<file path="src/rtl/ft245_ctrl.sv">
// rtl/ft245_ctrl.sv - FT245 async FIFO bus sequencer with round-robin read/write arbitration.
// All bus-facing outputs come straight from flops; device flags are double-synchronized.
module ft245_ctrl #(
  parameter int RD_PULSE = 3,
  parameter int WR_SETUP = 1,
  parameter int WR_PULSE = 2,
  parameter int GAP      = 4
) (
  input  logic       clk,
  input  logic       rst_n,
  input  logic [7:0] ft_d_i,
  output logic [7:0] ft_d_o,
  output logic       ft_d_oe,
  output logic       ft_rd_n,
  output logic       ft_wr,
  input  logic       ft_txe_n,
  input  logic       ft_rxf_n,
  input  logic [7:0] tx_data,
  input  logic       tx_valid,
  output logic       tx_ready,
  output logic [7:0] rx_data,
  output logic       rx_valid,
  input  logic       rx_ready,
  output logic       busy
);

  localparam logic [2:0] S_IDLE      = 3'd0;
  localparam logic [2:0] S_RD_STROBE = 3'd1;
  localparam logic [2:0] S_WR_SETUP  = 3'd2;
  localparam logic [2:0] S_WR_STROBE = 3'd3;
  localparam logic [2:0] S_WR_HOLD   = 3'd4;
  localparam logic [2:0] S_GAP       = 3'd5;

  localparam logic [7:0] RD_LOAD  = 8'(RD_PULSE - 1);
  localparam logic [7:0] WS_LOAD  = 8'(WR_SETUP - 1);
  localparam logic [7:0] WP_LOAD  = 8'(WR_PULSE - 1);
  localparam logic [7:0] GAP_LOAD = 8'(GAP - 1);

  logic [2:0] state_q, state_d;
  logic [7:0] cnt_q, cnt_d;
  logic       txe_meta_q, txe_meta_d, txe_sync_q, txe_sync_d;
  logic       rxf_meta_q, rxf_meta_d, rxf_sync_q, rxf_sync_d;
  logic       last_wr_q, last_wr_d;
  logic       rd_n_q, rd_n_d;
  logic       wr_q, wr_d;
  logic       oe_q, oe_d;
  logic [7:0] dout_q, dout_d;
  logic [7:0] rx_data_q, rx_data_d;
  logic       rx_valid_q, rx_valid_d;

  logic rd_ok, wr_ok, grant_rd, grant_wr, idle;

  assign idle  = (state_q == S_IDLE);
  assign rd_ok = !rxf_sync_q && !rx_valid_q;
  assign wr_ok = !txe_sync_q && tx_valid;
  // On contention, serve whichever direction did not go last.
  assign grant_rd = rd_ok && (!wr_ok || last_wr_q);
  assign grant_wr = wr_ok && (!rd_ok || !last_wr_q);

  assign tx_ready = idle && grant_wr;
  assign busy     = !idle;
  assign ft_d_o   = dout_q;
  assign ft_d_oe  = oe_q;
  assign ft_rd_n  = rd_n_q;
  assign ft_wr    = wr_q;
  assign rx_data  = rx_data_q;
  assign rx_valid = rx_valid_q;

  always_comb begin
    txe_meta_d = ft_txe_n;
    txe_sync_d = txe_meta_q;
    rxf_meta_d = ft_rxf_n;
    rxf_sync_d = rxf_meta_q;
    state_d    = state_q;
    cnt_d      = cnt_q;
    last_wr_d  = last_wr_q;
    rd_n_d     = rd_n_q;
    wr_d       = wr_q;
    oe_d       = oe_q;
    dout_d     = dout_q;
    rx_data_d  = rx_data_q;
    rx_valid_d = rx_valid_q;

    if (rx_valid_q && rx_ready) begin
      rx_valid_d = 1'b0;
    end

    case (state_q)
      S_IDLE: begin
        if (grant_rd) begin
          state_d   = S_RD_STROBE;
          cnt_d     = RD_LOAD;
          rd_n_d    = 1'b0;
          last_wr_d = 1'b0;
        end else if (grant_wr) begin
          state_d   = S_WR_SETUP;
          cnt_d     = WS_LOAD;
          oe_d      = 1'b1;
          dout_d    = tx_data;
          last_wr_d = 1'b1;
        end
      end
      S_RD_STROBE: begin
        if (cnt_q == 8'd0) begin
          // Sample on the same edge that releases RD#, while the device still drives.
          rd_n_d     = 1'b1;
          rx_data_d  = ft_d_i;
          rx_valid_d = 1'b1;
          state_d    = S_GAP;
          cnt_d      = GAP_LOAD;
        end else begin
          cnt_d = cnt_q - 8'd1;
        end
      end
      S_WR_SETUP: begin
        if (cnt_q == 8'd0) begin
          wr_d    = 1'b1;
          state_d = S_WR_STROBE;
          cnt_d   = WP_LOAD;
        end else begin
          cnt_d = cnt_q - 8'd1;
        end
      end
      S_WR_STROBE: begin
        if (cnt_q == 8'd0) begin
          wr_d    = 1'b0;
          state_d = S_WR_HOLD;
        end else begin
          cnt_d = cnt_q - 8'd1;
        end
      end
      S_WR_HOLD: begin
        oe_d    = 1'b0;
        state_d = S_GAP;
        cnt_d   = GAP_LOAD;
      end
      S_GAP: begin
        if (cnt_q == 8'd0) begin
          state_d = S_IDLE;
        end else begin
          cnt_d = cnt_q - 8'd1;
        end
      end
      default: begin
        state_d = S_IDLE;
        cnt_d   = 8'd0;
        rd_n_d  = 1'b1;
        wr_d    = 1'b0;
        oe_d    = 1'b0;
      end
    endcase
  end

  always_ff @(posedge clk or negedge rst_n) begin
    if (!rst_n) begin
      state_q    <= S_IDLE;
      cnt_q      <= 8'd0;
      txe_meta_q <= 1'b1;
      txe_sync_q <= 1'b1;
      rxf_meta_q <= 1'b1;
      rxf_sync_q <= 1'b1;
      last_wr_q  <= 1'b1;
      rd_n_q     <= 1'b1;
      wr_q       <= 1'b0;
      oe_q       <= 1'b0;
      dout_q     <= 8'd0;
      rx_data_q  <= 8'd0;
      rx_valid_q <= 1'b0;
    end else begin
      state_q    <= state_d;
      cnt_q      <= cnt_d;
      txe_meta_q <= txe_meta_d;
      txe_sync_q <= txe_sync_d;
      rxf_meta_q <= rxf_meta_d;
      rxf_sync_q <= rxf_sync_d;
      last_wr_q  <= last_wr_d;
      rd_n_q     <= rd_n_d;
      wr_q       <= wr_d;
      oe_q       <= oe_d;
      dout_q     <= dout_d;
      rx_data_q  <= rx_data_d;
      rx_valid_q <= rx_valid_d;
    end
  end

endmodule

</file>
<file path="config.mk">
export PLATFORM = sky130hd
export DESIGN_NAME = ft245_ctrl
export DESIGN_NICKNAME = d
export VERILOG_FILES = /design/src/rtl/ft245_ctrl.sv
export SDC_FILE = /design/constraint.sdc
export NUM_CORES = 1
export LEC_CHECK = 0
export ABC_AREA = 0
export CELL_PAD_IN_SITES_DETAIL_PLACEMENT = 1
export CELL_PAD_IN_SITES_GLOBAL_PLACEMENT = 2
export CORE_UTILIZATION = 31
export DETAILED_ROUTE_END_ITERATION = 7
export PLACE_DENSITY = 0.79
export SYNTH_ARGS = -nofsm -noshare
export SYNTH_HDL_FRONTEND = slang
export SYNTH_SLANG_ARGS = --single-unit
</file>
<file path="constraint.sdc">
create_clock -name clk -period 2.4 [get_ports clk]
set_input_delay 0.48 -clock clk [delete_from_list [all_inputs] [get_ports clk]]
set_output_delay 0.48 -clock clk [all_outputs]
set_load 0.05 [all_outputs]
</file>
**Run 1: I/O nets highlighted**

(4 px per µm)
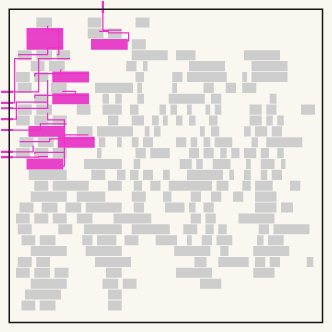
legend:
  magenta:
    port: rx_data
    bits: 8
    direction: output
    edge: 7 left, 1 top
    end_cells: 8
    wire: 225 µm
io pins: 44
port buffer count: 43

**Run 1: sequential cells coloured by netlist name**

(4 px per µm) Other sequential cells in the stronger grey, the rest of the logic in the fainter grey.
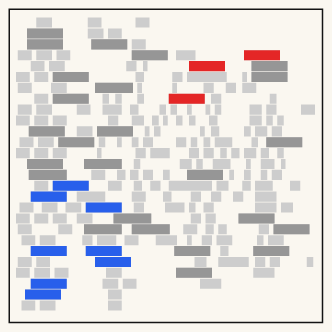
legend:
  blue:
    netlist_name: ft_d_o
    sequential_cells: 8
    where: bottom left
  red:
    netlist_name: state_q
    sequential_cells: 3
not coloured: 25
register area: 908.4 µm²
flop share of the area: 36.23%
Post-Route Utilization: 45.26%

==> changes_impl.md, run 1 <==
### Physical design

- Status: finished clean
- Critical-path top delay cell: or3_1
- Core box area: 5540 µm²
- Signal buf overhead: 21.76%
- F_max: 433.8 MHz
- Synth top area cells: dfrtp_1 42%, mux2_2 10%, dfstp_2 8.8%
- GRT Max-Usage Layer: met2
- DP Worst Slack: -0.1152 ns
- RSZ-0062 raised after global routing: false
- Inverters: 7
- Post-layout instance area: 2507 µm²
- Comb pwr share: 54.5%
- Comb. cell area: 825.8 µm²
- Antenna Violating Nets Remaining: 0
- Reg-to-Reg Start: cnt_q[0]$_DFFE_PN0P_
- Hold WC Path Type: in -> async
- Post-Synth Simple-Gate Area: 12.67%
- Seq power: 1.08 mW
- PostCTS Resize Cnt: 0
- Largest stage delay, worst path: 0.48 ns
- Initial antenna violation count: 0
- Adder Share, Synth: 1.400%
- Crit. Startpoint: state_q[1]$_DFFE_PN0P_
- Syn. warnings: 0
- Slew headroom: 44.70%
- Routed length on met1: 2038 µm
- Max Buffers Root-to-Sink: 2
- R2R depth: 6
- Reg-to-reg setup timing slack: 0.10 ns
**Run 1: the clock network**

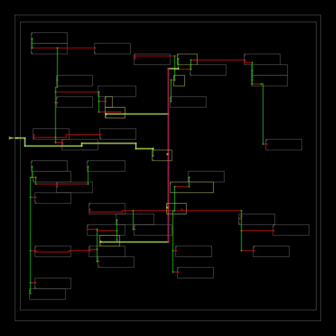
CTS Sinks: 36
clk pwr: 0.532 mW
number of clock-tree buffers in the layout: 5
flop count: 36

==> inputs of run 2 (changes only) <==
Settings changed: ABC_AREA 0 to default.
**Run 2: gate-type map**

(6 px per µm)
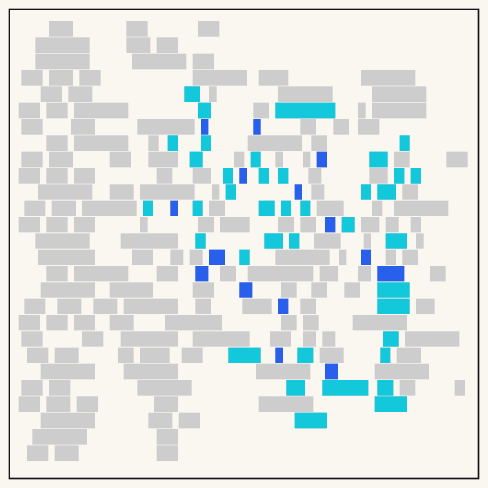
legend:
  blue:
    family: NOR gates
    cells: 15
  cyan:
    family: inverting AOI/OAI gates
    cells: 39
Non-Filler Instances: 283
Commonest Layout Cell: clkdlybuf4s50_1
combinational fraction of the cell area: 32.93%

**Run 2: sequential cells coloured by netlist name**

(4 px per µm) Other sequential cells in the stronger grey, the rest of the logic in the fainter grey.
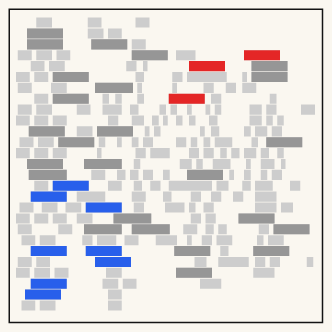
legend:
  red:
    netlist_name: state_q
    sequential_cells: 3
  blue:
    netlist_name: ft_d_o
    sequential_cells: 8
    where: bottom left
Seq power: 1.08 mW

==> run 2 against run 1 <==
  * Worst hold slack is the same
  * Combinational power is essentially flat
  * Sequential share of layout area is the same
  * Routed wire length is the same
==> changes_impl.md, run 2 <==
### Physical design

- Reg-to-Reg Start: cnt_q[0]$_DFFE_PN0P_
- Syn-to-layout area delta: 40.24%
- Io pins: 44 (unchanged)
- Post-synth top flop: dfrtp_1
- Hold WC Path Type: in -> async
- CTS Buf Count: 5
- Adder Share, Synth: 1.400% (unchanged)
- Status: finished clean
- Flop count: 36 (unchanged)
- Port buffer count: 43 (unchanged)
- Core box area: 5540 µm² (unchanged)
- Fin. Hold Viols: 0
- Max Buffers Root-to-Sink: 2 (unchanged)
- F_max: 433.8 MHz (unchanged)
- Synth logic family: AND-OR/OR-AND gates
- Flop share of the area: 36.23% (unchanged)
- Post-synth mux share: 10.64%
- Synthesis area per yosys: 1788 µm²
- Signal buf overhead: 21.76% (unchanged)
- GRT Max-Usage Layer: met2
- Crit. Startpoint: state_q[1]$_DFFE_PN0P_
- Inverters: 7 (unchanged)
- RSZ-0062 raised after global routing: false
- CTS Sinks: 36 (unchanged)
- Slew headroom: 44.70% (unchanged)
- Reg-to-reg setup timing slack: 0.10 ns (about the same)
- Layout cells sized above 1: 29.38%
- Clk pwr: 0.532 mW (about the same)
- PostCTS Resize Cnt: 0 (unchanged)
- Minimum clock period: 2.305 ns
- Clock-pin slew on the worst setup and hold paths: 0.08 ns
- Fin crit share: 96.06%
- Synth top area cells: dfrtp_1 42%, mux2_2 10%, dfstp_2 8.8%
- Register area: 908.4 µm² (unchanged)
- Post-Synth Simple-Gate Area: 12.67% (unchanged)
- DP Worst Slack: -0.1152 ns (unchanged)
- Post-Route Utilization: 45.26% (unchanged)
- Largest stage delay, worst path: 0.48 ns (about the same)
- Antenna Violating Nets Remaining: 0 (unchanged)
- R2R depth: 6 (unchanged)
- Critical path startpoint category: flip-flop
- Critical-path top delay cell: or3_1
- Comb pwr share: 54.5% (about the same)
- Routed length on met1: 2038 µm (unchanged)
**Run 2: I/O nets highlighted**

(4 px per µm)
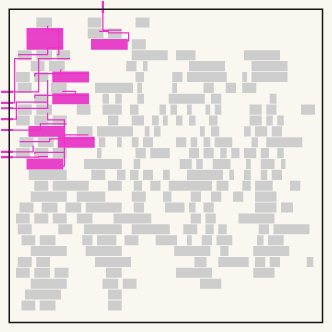

==> inputs of run 3 (changes only) <==
Settings changed: CORE_UTILIZATION 31 to 30, GPL_ROUTABILITY_DRIVEN from default to 0, PLACE_DENSITY 0.79 to 0.77, SLEW_MARGIN from default to 20.
**Run 3: I/O nets highlighted**

(4 px per µm)
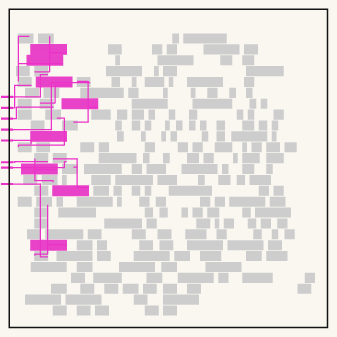
legend:
  magenta:
    port: rx_data
    bits: 8
    direction: output
    edge: left
    end_cells: 8
    wire: 274 µm

==> run 3 against run 2 <==
  * Sequential power is essentially flat
  * Routed wire length increased by 3.0%
  * Cell count is 0.71% higher
  * Critical endpoint is now cnt_q[3]$_DFFE_PN0P_
==> changes_impl.md, run 3 <==
### Physical design

- Routed length on met1: 2071 µm (+1.6%)
- DP Worst Slack: -0.1072 ns (+0.007963 ns)
- Post-Synth Simple-Gate Area: 12.67% (unchanged)
- Syn-to-layout area delta: 43.81%
- Max Buffers Root-to-Sink: 2 (unchanged)
- Comb pwr share: 51.3% (-3.2 points)
- Critical path startpoint category: flip-flop
- Synth top area cells: dfrtp_1 42%, mux2_2 10%, dfstp_2 8.8%
- Core box area: 5642 µm² (+1.8%)
- GRT Max-Usage Layer: met2
- Flop share of the area: 35.38% (-0.85 points)
- Synthesis area per yosys: 1788 µm² (unchanged)
- Status: finished clean
- Clock-pin slew on the worst setup and hold paths: 0.08 ns (about the same)
- Io pins: 44 (unchanged)
- Clk pwr: 0.747 mW (+40%)
- F_max: 438.2 MHz (+1.0%)
- Largest stage delay, worst path: 0.43 ns (-0.05 ns)
- Fin crit share: 95.09% (-0.96 points)
- Flop count: 36 (unchanged)
- PostCTS Resize Cnt: 1 (+1)
- Synth logic family: AND-OR/OR-AND gates
- Port buffer count: 43 (unchanged)
- RSZ-0062 raised after global routing: false
- Post-synth top flop: dfrtp_1
- Minimum clock period: 2.282 ns (-0.02310 ns)
- Inverters: 7 (unchanged)
- Crit. Startpoint: cnt_q[0]$_DFFE_PN0P_
- Adder Share, Synth: 1.400% (unchanged)
- Combinational fraction of the cell area: 31.92% (-1.0 points)
- Commonest Layout Cell: clkdlybuf4s50_1
- Slew headroom: 65.30% (+21 points)
- Post-synth mux share: 10.64% (unchanged)
- Post-Route Utilization: 45.58% (+0.32 points)
- Hold WC Path Type: reg -> reg
**Run 3: the clock network**

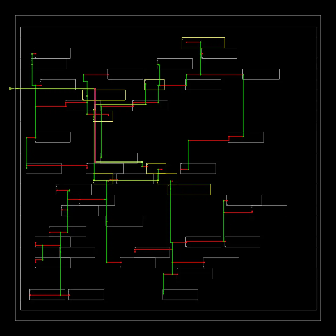
Late-Pin Clk Latency: 0.28 ns
final setup skew: 0.007665 ns
CTS Buf Count: 5

No activity file was given, so power comes from the tool's default toggle rates.
